## config.mk

```make
export PLATFORM = sky130hd
export DESIGN_NAME = instr_encoder
export DESIGN_NICKNAME = d
export VERILOG_FILES = /design/src/rtl/mips_isa_pkg.sv /design/src/rtl/instr_word_enc.sv /design/src/rtl/instr_encoder.sv
export SDC_FILE = /design/constraint.sdc
export NUM_CORES = 1
export LEC_CHECK = 0
export ABC_AREA = 1
export CAP_MARGIN = 0
export CORE_MARGIN = 3
export CORE_UTILIZATION = 40
export DETAILED_ROUTE_END_ITERATION = 8
export GPL_ROUTABILITY_DRIVEN = 1
export GPL_TIMING_DRIVEN = 1
export PLACE_DENSITY = 0.77
export SYNTH_ARGS = -nofsm -noshare
export SYNTH_HDL_FRONTEND = slang
export SYNTH_SLANG_ARGS = --single-unit
export TNS_END_PERCENT = 100
```

## constraint.sdc

```tcl
create_clock -name clk -period 1.3 [get_ports clk]
set_input_delay 0.26 -clock clk [delete_from_list [all_inputs] [get_ports clk]]
set_output_delay 0.26 -clock clk [all_outputs]
set_load 0.02 [all_outputs]
```

## src/rtl/mips_isa_pkg.sv

```systemverilog
// Shared MIPS code table for the instruction encoder and the control decoder.
// Holds the 5-bit instruction enum, the OP/FUNC field values, the loader FSM
// state type, and small helpers that pack R-type and I-type words.
package mips_isa_pkg;

  typedef enum logic [4:0] {
    I_SLL, I_SRL, I_SRA, I_SLLV, I_JR, I_SYSCALL, I_ADD, I_ADDU, I_SUB,
    I_AND, I_OR, I_NOR, I_SLT, I_SLTU, I_J, I_JAL, I_BEQ, I_BNE, I_BGTZ,
    I_ADDI, I_ADDIU, I_SLTI, I_SLTIU, I_ANDI, I_ORI, I_LW, I_SH, I_SW
  } instr_e;

  localparam int unsigned NUM_INSTR = 28;

  localparam logic [5:0] OP_RTYPE = 6'd0;
  localparam logic [5:0] OP_J     = 6'd2;
  localparam logic [5:0] OP_JAL   = 6'd3;
  localparam logic [5:0] OP_BEQ   = 6'd4;
  localparam logic [5:0] OP_BNE   = 6'd5;
  localparam logic [5:0] OP_BGTZ  = 6'd7;
  localparam logic [5:0] OP_ADDI  = 6'd8;
  localparam logic [5:0] OP_ADDIU = 6'd9;
  localparam logic [5:0] OP_SLTI  = 6'd10;
  localparam logic [5:0] OP_SLTIU = 6'd11;
  localparam logic [5:0] OP_ANDI  = 6'd12;
  localparam logic [5:0] OP_ORI   = 6'd13;
  localparam logic [5:0] OP_LW    = 6'd35;
  localparam logic [5:0] OP_SH    = 6'd41;
  localparam logic [5:0] OP_SW    = 6'd43;

  localparam logic [5:0] FUNC_SLL     = 6'd0;
  localparam logic [5:0] FUNC_SRL     = 6'd2;
  localparam logic [5:0] FUNC_SRA     = 6'd3;
  localparam logic [5:0] FUNC_SLLV    = 6'd4;
  localparam logic [5:0] FUNC_JR      = 6'd8;
  localparam logic [5:0] FUNC_SYSCALL = 6'd12;
  localparam logic [5:0] FUNC_ADD     = 6'd32;
  localparam logic [5:0] FUNC_ADDU    = 6'd33;
  localparam logic [5:0] FUNC_SUB     = 6'd34;
  localparam logic [5:0] FUNC_AND     = 6'd36;
  localparam logic [5:0] FUNC_OR      = 6'd37;
  localparam logic [5:0] FUNC_NOR     = 6'd39;
  localparam logic [5:0] FUNC_SLT     = 6'd42;
  localparam logic [5:0] FUNC_SLTU    = 6'd43;

  typedef logic [1:0] state_t;
  localparam state_t ST_IDLE = 2'd0;
  localparam state_t ST_LOAD = 2'd1;
  localparam state_t ST_DONE = 2'd2;
  localparam state_t ST_ERR  = 2'd3;

  function automatic logic [31:0] rtype_word(input logic [4:0] rs, input logic [4:0] rt,
                                             input logic [4:0] rd, input logic [4:0] shamt,
                                             input logic [5:0] func);
    return {OP_RTYPE, rs, rt, rd, shamt, func};
  endfunction

  function automatic logic [31:0] itype_word(input logic [5:0] op, input logic [4:0] rs,
                                             input logic [4:0] rt, input logic [15:0] imm);
    return {op, rs, rt, imm};
  endfunction

endpackage

```

## src/rtl/instr_word_enc.sv

```systemverilog
// Combinational encoder: instruction enum plus symbolic fields -> 32-bit word.
// Ports: op_i (enum, 0..27 legal), rs_i/rt_i/rd_i/shamt_i, imm_i, target_i;
//        word_o (encoded instruction), illegal_o (op_i outside the enum).
module instr_word_enc
  import mips_isa_pkg::*;
(
  input  logic [4:0]  op_i,
  input  logic [4:0]  rs_i,
  input  logic [4:0]  rt_i,
  input  logic [4:0]  rd_i,
  input  logic [4:0]  shamt_i,
  input  logic [15:0] imm_i,
  input  logic [25:0] target_i,
  output logic [31:0] word_o,
  output logic        illegal_o
);

  always_comb begin
    word_o    = '0;
    illegal_o = 1'b0;
    case (instr_e'(op_i))
      I_SLL:     word_o = rtype_word(rs_i, rt_i, rd_i, shamt_i, FUNC_SLL);
      I_SRL:     word_o = rtype_word(rs_i, rt_i, rd_i, shamt_i, FUNC_SRL);
      I_SRA:     word_o = rtype_word(rs_i, rt_i, rd_i, shamt_i, FUNC_SRA);
      I_SLLV:    word_o = rtype_word(rs_i, rt_i, rd_i, shamt_i, FUNC_SLLV);
      // JR keeps only the source register.
      I_JR:      word_o = rtype_word(rs_i, 5'd0, 5'd0, 5'd0, FUNC_JR);
      // SYSCALL is a fixed word regardless of operands.
      I_SYSCALL: word_o = rtype_word(5'd0, 5'd0, 5'd0, 5'd0, FUNC_SYSCALL);
      I_ADD:     word_o = rtype_word(rs_i, rt_i, rd_i, shamt_i, FUNC_ADD);
      I_ADDU:    word_o = rtype_word(rs_i, rt_i, rd_i, shamt_i, FUNC_ADDU);
      I_SUB:     word_o = rtype_word(rs_i, rt_i, rd_i, shamt_i, FUNC_SUB);
      I_AND:     word_o = rtype_word(rs_i, rt_i, rd_i, shamt_i, FUNC_AND);
      I_OR:      word_o = rtype_word(rs_i, rt_i, rd_i, shamt_i, FUNC_OR);
      I_NOR:     word_o = rtype_word(rs_i, rt_i, rd_i, shamt_i, FUNC_NOR);
      I_SLT:     word_o = rtype_word(rs_i, rt_i, rd_i, shamt_i, FUNC_SLT);
      I_SLTU:    word_o = rtype_word(rs_i, rt_i, rd_i, shamt_i, FUNC_SLTU);
      I_J:       word_o = {OP_J, target_i};
      I_JAL:     word_o = {OP_JAL, target_i};
      I_BEQ:     word_o = itype_word(OP_BEQ, rs_i, rt_i, imm_i);
      I_BNE:     word_o = itype_word(OP_BNE, rs_i, rt_i, imm_i);
      // BGTZ has no second register; its rt slot must be zero.
      I_BGTZ:    word_o = itype_word(OP_BGTZ, rs_i, 5'd0, imm_i);
      I_ADDI:    word_o = itype_word(OP_ADDI, rs_i, rt_i, imm_i);
      I_ADDIU:   word_o = itype_word(OP_ADDIU, rs_i, rt_i, imm_i);
      I_SLTI:    word_o = itype_word(OP_SLTI, rs_i, rt_i, imm_i);
      I_SLTIU:   word_o = itype_word(OP_SLTIU, rs_i, rt_i, imm_i);
      I_ANDI:    word_o = itype_word(OP_ANDI, rs_i, rt_i, imm_i);
      I_ORI:     word_o = itype_word(OP_ORI, rs_i, rt_i, imm_i);
      I_LW:      word_o = itype_word(OP_LW, rs_i, rt_i, imm_i);
      I_SH:      word_o = itype_word(OP_SH, rs_i, rt_i, imm_i);
      I_SW:      word_o = itype_word(OP_SW, rs_i, rt_i, imm_i);
      default:   illegal_o = 1'b1;
    endcase
  end

endmodule

```

## src/rtl/instr_encoder.sv

```systemverilog
// Streams encoded MIPS words into instruction memory from BASE_ADDR upward.
// Ports: clk, rst (sync, active-high); start pulse; in_valid/in_ready beat
//        handshake with in_op/in_rs/in_rt/in_rd/in_shamt/in_imm/in_target/
//        in_last; mem_we/mem_addr/mem_wdata write port; busy/done/err status;
//        count of words written this session.
//
// state   | meaning
// IDLE    | waiting for start after reset
// LOAD    | accepting beats, one registered write per legal beat
// DONE    | last beat written, waiting for start
// ERR     | illegal op or memory full, waiting for start
module instr_encoder
  import mips_isa_pkg::*;
#(
  parameter int ADDR_W    = 10,
  parameter int BASE_ADDR = 0
) (
  input  logic              clk,
  input  logic              rst,
  input  logic              start,
  input  logic              in_valid,
  output logic              in_ready,
  input  logic [4:0]        in_op,
  input  logic [4:0]        in_rs,
  input  logic [4:0]        in_rt,
  input  logic [4:0]        in_rd,
  input  logic [4:0]        in_shamt,
  input  logic [15:0]       in_imm,
  input  logic [25:0]       in_target,
  input  logic              in_last,
  output logic              mem_we,
  output logic [ADDR_W-1:0] mem_addr,
  output logic [31:0]       mem_wdata,
  output logic              busy,
  output logic              done,
  output logic              err,
  output logic [ADDR_W:0]   count
);

  localparam logic [ADDR_W-1:0] BASE_PTR = ADDR_W'(BASE_ADDR);

  state_t              state_q, state_d;
  logic [ADDR_W-1:0]   ptr_q, ptr_d;
  logic [ADDR_W:0]     count_q, count_d;
  logic                we_q, we_d;
  logic [ADDR_W-1:0]   addr_q, addr_d;
  logic [31:0]         wdata_q, wdata_d;

  logic [31:0]         enc_word;
  logic                enc_illegal;
  logic                accept;
  logic                full;

  instr_word_enc u_enc (
    .op_i      (in_op),
    .rs_i      (in_rs),
    .rt_i      (in_rt),
    .rd_i      (in_rd),
    .shamt_i   (in_shamt),
    .imm_i     (in_imm),
    .target_i  (in_target),
    .word_o    (enc_word),
    .illegal_o (enc_illegal)
  );

  assign accept = (state_q == ST_LOAD) && in_valid;
  // count never exceeds DEPTH, so its top bit alone means "memory full".
  assign full   = count_q[ADDR_W];

  always_comb begin
    state_d = state_q;
    ptr_d   = ptr_q;
    count_d = count_q;
    we_d    = 1'b0;
    addr_d  = addr_q;
    wdata_d = wdata_q;
    case (state_q)
      ST_LOAD: begin
        if (accept) begin
          if (enc_illegal || full) begin
            state_d = ST_ERR;
          end else begin
            we_d    = 1'b1;
            addr_d  = ptr_q;
            wdata_d = enc_word;
            ptr_d   = ptr_q + ADDR_W'(1);
            count_d = count_q + (ADDR_W+1)'(1);
            if (in_last) state_d = ST_DONE;
          end
        end
      end
      default: begin
        if (start) begin
          state_d = ST_LOAD;
          ptr_d   = BASE_PTR;
          count_d = '0;
        end
      end
    endcase
  end

  always_ff @(posedge clk) begin
    if (rst) begin
      state_q <= ST_IDLE;
      ptr_q   <= BASE_PTR;
      count_q <= '0;
      we_q    <= 1'b0;
      addr_q  <= '0;
      wdata_q <= '0;
    end else begin
      state_q <= state_d;
      ptr_q   <= ptr_d;
      count_q <= count_d;
      we_q    <= we_d;
      addr_q  <= addr_d;
      wdata_q <= wdata_d;
    end
  end

  assign in_ready  = (state_q == ST_LOAD);
  assign busy      = (state_q == ST_LOAD);
  assign done      = (state_q == ST_DONE);
  assign err       = (state_q == ST_ERR);
  assign mem_we    = we_q;
  assign mem_addr  = addr_q;
  assign mem_wdata = wdata_q;
  assign count     = count_q;

endmodule

```

### Floorplan with the power grid, run 1

Bar = 20 µm. Pins as bars on the die edge.
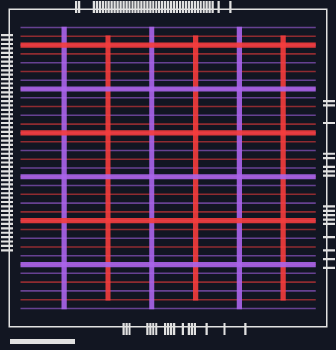
Key: VSS = purple; VDD = red
33 met1 rails follow the rows. 130 signal pins sit on the boundary. The core has 32 rows. 6 straps on met4. 6 straps on met5.

### Placed cells, one color a class, run 1

Fill, decap, tap and diode cells in gray.
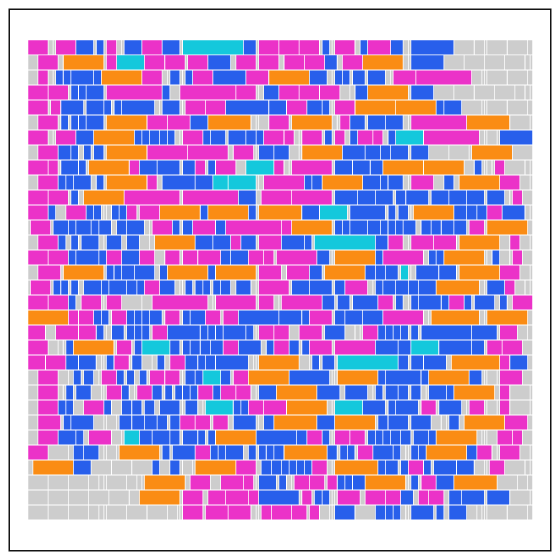
Key: all other logic = blue [cells 411]; clock drivers and dummy loads = cyan [cells 16]; flip-flops = orange [cells 65]; other buffers and delay cells = magenta [cells 224]

### Clock network drawn from the DEF, run 1

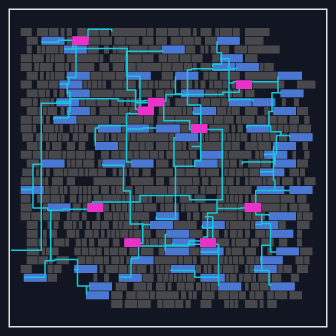
Key: flip-flops = blue [count 65]; cells driving clock nets = magenta [count 9]; clock wires = cyan [length 1010 µm]
Position of the flops: widely spread. There are 10 routed clock nets.

==> reports/results.ini, run 1 <==
[clock_tree]
clk_latency_ns=0.37
post_cts_resize_count=299
cts_buffers=9
cts_hold_buf=0
clk_pin_slew_ns=0.07
cts_root_buf=clkbuf_8
clockBufferDepth=2
cts.sink_count=65
cts_tree=yes
htreeDepth=3
cts_setup_buffers=25

[global_routing]
grtUsageTotal=0.323
grt_overflow=0
antenna_found_initial=0
grt_pass1_wl_mm=24.8
grt_max_degree=31
grt_pass1_vias=4975

[setup_path]
crit_buf_inv=5
r2r_start=state_q[1]$_SDFFE_PP0P_
reg2reg_slack_ns=-0.21
startpoint=state_q[1]$_SDFFE_PP0P_
cp_top_family=buffers and inverters
crit_top_cell=buf_6
crit_end=in_ready
critical_path_class=reg -> out
reg2regPathDepth=10
start_kind=flip-flop
worstPathMaxFanout=3
slowest_stage=dfxtp_2
slowest_delay_ns=0.34
cp-end-kind=output pin
crit_required_ns=1.04
rr_endpoint=mem_wdata[29]$_SDFFE_PP0P_
crit_chain=inv_2 > nand2_4 > inv_6 > buf_4 > buf_6 > buf_6
crit_cells=6
cp.arrival_ns=1.26

[place]
globalplace.congestion=0.970
post-place-cells=763
placedInstanceArea_um2=5170
place_ws_ns=-0.568
port_buffers=128
dp_hpwl_mm=8.12

[floorplan]
io_pins=130
dieArea_um2=9590
row_count=32
die_h_um=97.9
fp_util=0.424
core-area_um2=7970
dieWidth_um=97.9

[finish]
nets=785
final_core_util=0.824
area_delta_synth_final_pct=94.3
largest_reg_flops=31
drive_above_1_share=0.454
final_area_um2=6570
diodes=0
layout_top_cells=nand2_1 (95), clkdlybuf4s50_1 (66), buf_4 (60), dfxtp_1 (55)
lay_top_count=nand2_1

[final_timing]
fin_crit_ns=1.52
rsz0062_at_grt=true
slew_violations=0
worst_hold_slack_ns=0.458
setup_viol=66
fin_tns_setup_ns=-8.59
final-hold-violation-count=0
finClkSkew_ns=0.00820
finalClockPeriodUsage=1.17
layout_setup_ws_ns=-0.220
max_freq_mhz=658

[synthesis]
ys_ff=65
netlist.area_leader.share=0.385
ys_warn_count=0
ys_async_sr_fraction=0
synth.most_common_cell=nand2_1
yosys_cells=498
yosysSeqAreaShare=0.385
synth.top_cells.by_area=dfxtp_1 (39%), nand2_1 (14%), o21ai_0 (8.0%)
yosysTopAreaCell=dfxtp_1
synth.distinct_cells=37
edf_count=0
syn_inst=498
synth_chip_area_um2=3380
top_cells_by_count=nand2_1 (129), dfxtp_1 (65), o21ai_0 (54)
netlist_area_um2=3380
synth_nets=572
avgSynthCellArea_um2=6.79
ff_type=dfxtp_1

[route]
viasPerCell=5.85
dr.pass1.iters=6
wl_per_cell_um=20.6
initialDrtViolationCount=373
drc=0
ant_nets=0
wl_mm=16.9
vias=4782

[pwr]
leakagePower_nw=2.78
switchingPower_w=0.00207
power_w=0.00643
seqPwrFrac=0.343
powerDensity_nw_per_um2=980
p_clk_w=0.00220
ir_drop_mv=0.775
swShare=0.321
p_comb_w=0.00203
internal_power_w=0.00437
power_frac_clock=0.341
comb_power_share=0.316
seq_power_w=0.00221
power_leader=sequential cells

[worst_hold_path]
worstHoldPathCells=3
min_to=mem_wdata[24]$_SDFFE_PP0P_
holdCritStartpoint=in_rs[3]
min_path_type=in -> reg

[run_status]
outcome=finished with violations
violations=negative setup slack

[job]
warnings=28
drv_cap=0

## run 1: layout make-up
cell class,count,area (µm²)
well taps,102,128
repair buffers,224,2230
repair inverters,1,11.3
clock inverters,6,114
multi-input cells,362,2440
clock buffers,10,128
inverters,48,203
flip-flops and latches,65,1320
fillers,435,1400
## run 1: kinds of logic (layout without fill, tap and decap cells)
logic type,Yosys count,after routing,share of synthesized area
adder cells (fa/ha/maj),2,2,0.00740
flip-flops,65,65,0.385
AND-OR/OR-AND,129,129,0.219
AND/OR/NAND/NOR,229,230,0.290
buffers and inverters,72,289,0.0977
other,1,1,0.00111
## run 1: routing by layer
| metal | share of wire | global-route usage |
|---|---|---|
| met4 | 0.068 | 0.203 |
| met5 | 0 | 0 |
| met2 | 0.50 | 0.573 |
| met3 | 0.086 | 0.0807 |
| met1 | 0.34 | 0.339 |
## Run 2: what changed since run 1
- PLACE_DENSITY: 0.77 -> 0.85
### Routed metal, one color a layer, run 2

Bar = 20 µm. Two of the layers only.
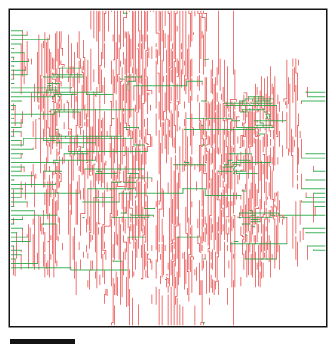
Key: met3 = green [wire length 1100 µm]; met2 = red [wire length 7190 µm]

==> reports/results.ini, run 2 <==
[setup_path]
cp-end-kind=flip-flop
rr_endpoint=mem_addr[8]$_SDFFE_PP0P_
slowest_delay_ns=0.33  ; about the same
crit_buf_inv=4  ; -1
r2r_start=state_q[1]$_SDFFE_PP0P_
reg2reg_slack_ns=-0.10  ; +0.11 ns
crit_top_cell=buf_6
reg2regPathDepth=9  ; -1
critical_path_class=reg -> reg
crit_end=mem_addr[8]$_SDFFE_PP0P_
worstPathMaxFanout=8  ; +5
start_kind=flip-flop
crit_required_ns=1.57  ; +0.53 ns
cp_top_family=buffers and inverters
startpoint=state_q[1]$_SDFFE_PP0P_

[finish]
area_delta_synth_final_pct=73.3
drive_above_1_share=0.322  ; -0.131
lay_top_count=nand2_1
nets=776  ; -1.1%
final_core_util=0.735  ; -0.0892
layout_top_cells=nand2_1 (116), clkdlybuf4s50_1 (66), buf_4 (63), dfxtp_1 (58), inv_1 (38)
final_area_um2=5860  ; -11%
largest_reg_flops=31  ; unchanged

[final_timing]
final-hold-violation-count=0  ; unchanged
layout_setup_ws_ns=-0.104  ; +0.116 ns
fin_tns_setup_ns=-2.01  ; +6.59 ns
worst_hold_slack_ns=0.373  ; -0.0853 ns
max_freq_mhz=712  ; +8.2%
finClkSkew_ns=0.00569  ; -0.00250 ns
rsz0062_at_grt=true
finalClockPeriodUsage=1.08  ; -0.0890
setup_viol=53  ; -20%

[floorplan]
fp_util=0.424  ; unchanged
io_pins=130  ; unchanged
row_count=32  ; unchanged
core-area_um2=7970  ; unchanged
dieWidth_um=97.9  ; unchanged

[global_routing]
antenna_found_initial=0  ; unchanged
met2_usage=0.465  ; -0.108
grt_util_met1=0.262  ; -0.0768
grt_pass1_vias=4219  ; -15%
use_met3=0.0700  ; -0.0107
busiest_layer=met2
grt_max_degree=28  ; -9.7%
grtUsageTotal=0.248  ; -0.0745

[synthesis]
syn_inst=498  ; unchanged
ff_type=dfxtp_1
top_cells_by_count=nand2_1 (129), dfxtp_1 (65), o21ai_0 (54)
top_logic_kind=simple AND/OR/NAND/NOR gates
yosysTopAreaCell=dfxtp_1
fa_ha_area_frac=0.00740  ; unchanged
ys_ff=65  ; unchanged
edf_count=0  ; unchanged
ys_sh_xor=0  ; unchanged
synth_nets=572  ; unchanged
synth.top_cells.by_area=dfxtp_1 (39%), nand2_1 (14%), o21ai_0 (8.0%)
netlist_area_um2=3380  ; unchanged
ys_sh_mux=0  ; unchanged
netlist.area_leader.share=0.385  ; unchanged
synth.most_common_cell=nand2_1
ys_sh_simple=0.290  ; unchanged
synth_chip_area_um2=3380  ; unchanged
ys_sh_aoi=0.219  ; unchanged

[run_status]
outcome=finished with violations
violations=negative setup slack

[worst_hold_path]
worstHoldPathCells=4  ; +1
min_path_type=in -> reg
min_to=mem_wdata[29]$_SDFFE_PP0P_

[clock_tree]
cts_root_buf=clkbuf_8
clk_pin_slew_ns=0.07  ; about the same
clockBufferDepth=2  ; unchanged
post_cts_resize_count=137  ; -54%
cts.sink_count=65  ; unchanged
cts_tree=yes
htreeDepth=3  ; unchanged
cts_setup_buffers=6  ; -76%

[place]
dp_hpwl_mm=8.75  ; +7.7%
port_buffers=128  ; unchanged
globalplace.congestion=0.921  ; -5.0%
placedInstanceArea_um2=5170  ; about the same

[route]
initialDrtViolationCount=292  ; -22%
viasPerCell=5.38  ; -8.0%
met3_length_mm=1.10  ; -24%
dr.pass1.iters=7  ; +1
wl_mm=13.3  ; -21%
wl_met2_mm=7.19  ; -15%
routed.top_layer=met4
met1_length_mm=4.70  ; -19%
drc=0  ; unchanged
wl_per_cell_um=16.5  ; -20%

[job]
drv_cap=0  ; unchanged
warnings=28  ; unchanged

[pwr]
power_w=0.00555  ; -14%
leakagePower_nw=2.56  ; -8.0%
powerDensity_nw_per_um2=948  ; -3.2%
ir_drop_mv=0.790  ; +2.0%

==> run 2: cell counts after synthesis <==
Identical to the previous run, type by type.
==> run 2: report_power, final <==
part	total, W	internal (W)	switching (W)
clock	0.00177	0.000944	0.000830
sequential	0.00219	0.00211	0.0000805
combinational	0.00159	0.000752	0.000838
total	0.00555	0.00380	0.00175
==> run 2: final cells by class <==
class	instances	area (µm²)
clock buffers	12	145
clock inverters	4	51.3
fillers	548	2110
inverters	48	191
multi-input cells	362	2070
flip-flops and latches	65	1320
well taps	102	128
repair buffers	216	1960
==> run 2: cell families after synthesis <==
family,Yosys count
adders and majority gates,2
DFF,65
buffers and inverters,72
and+or+nand+nor,229
AOI/OAI and AO/OA,129
other,1
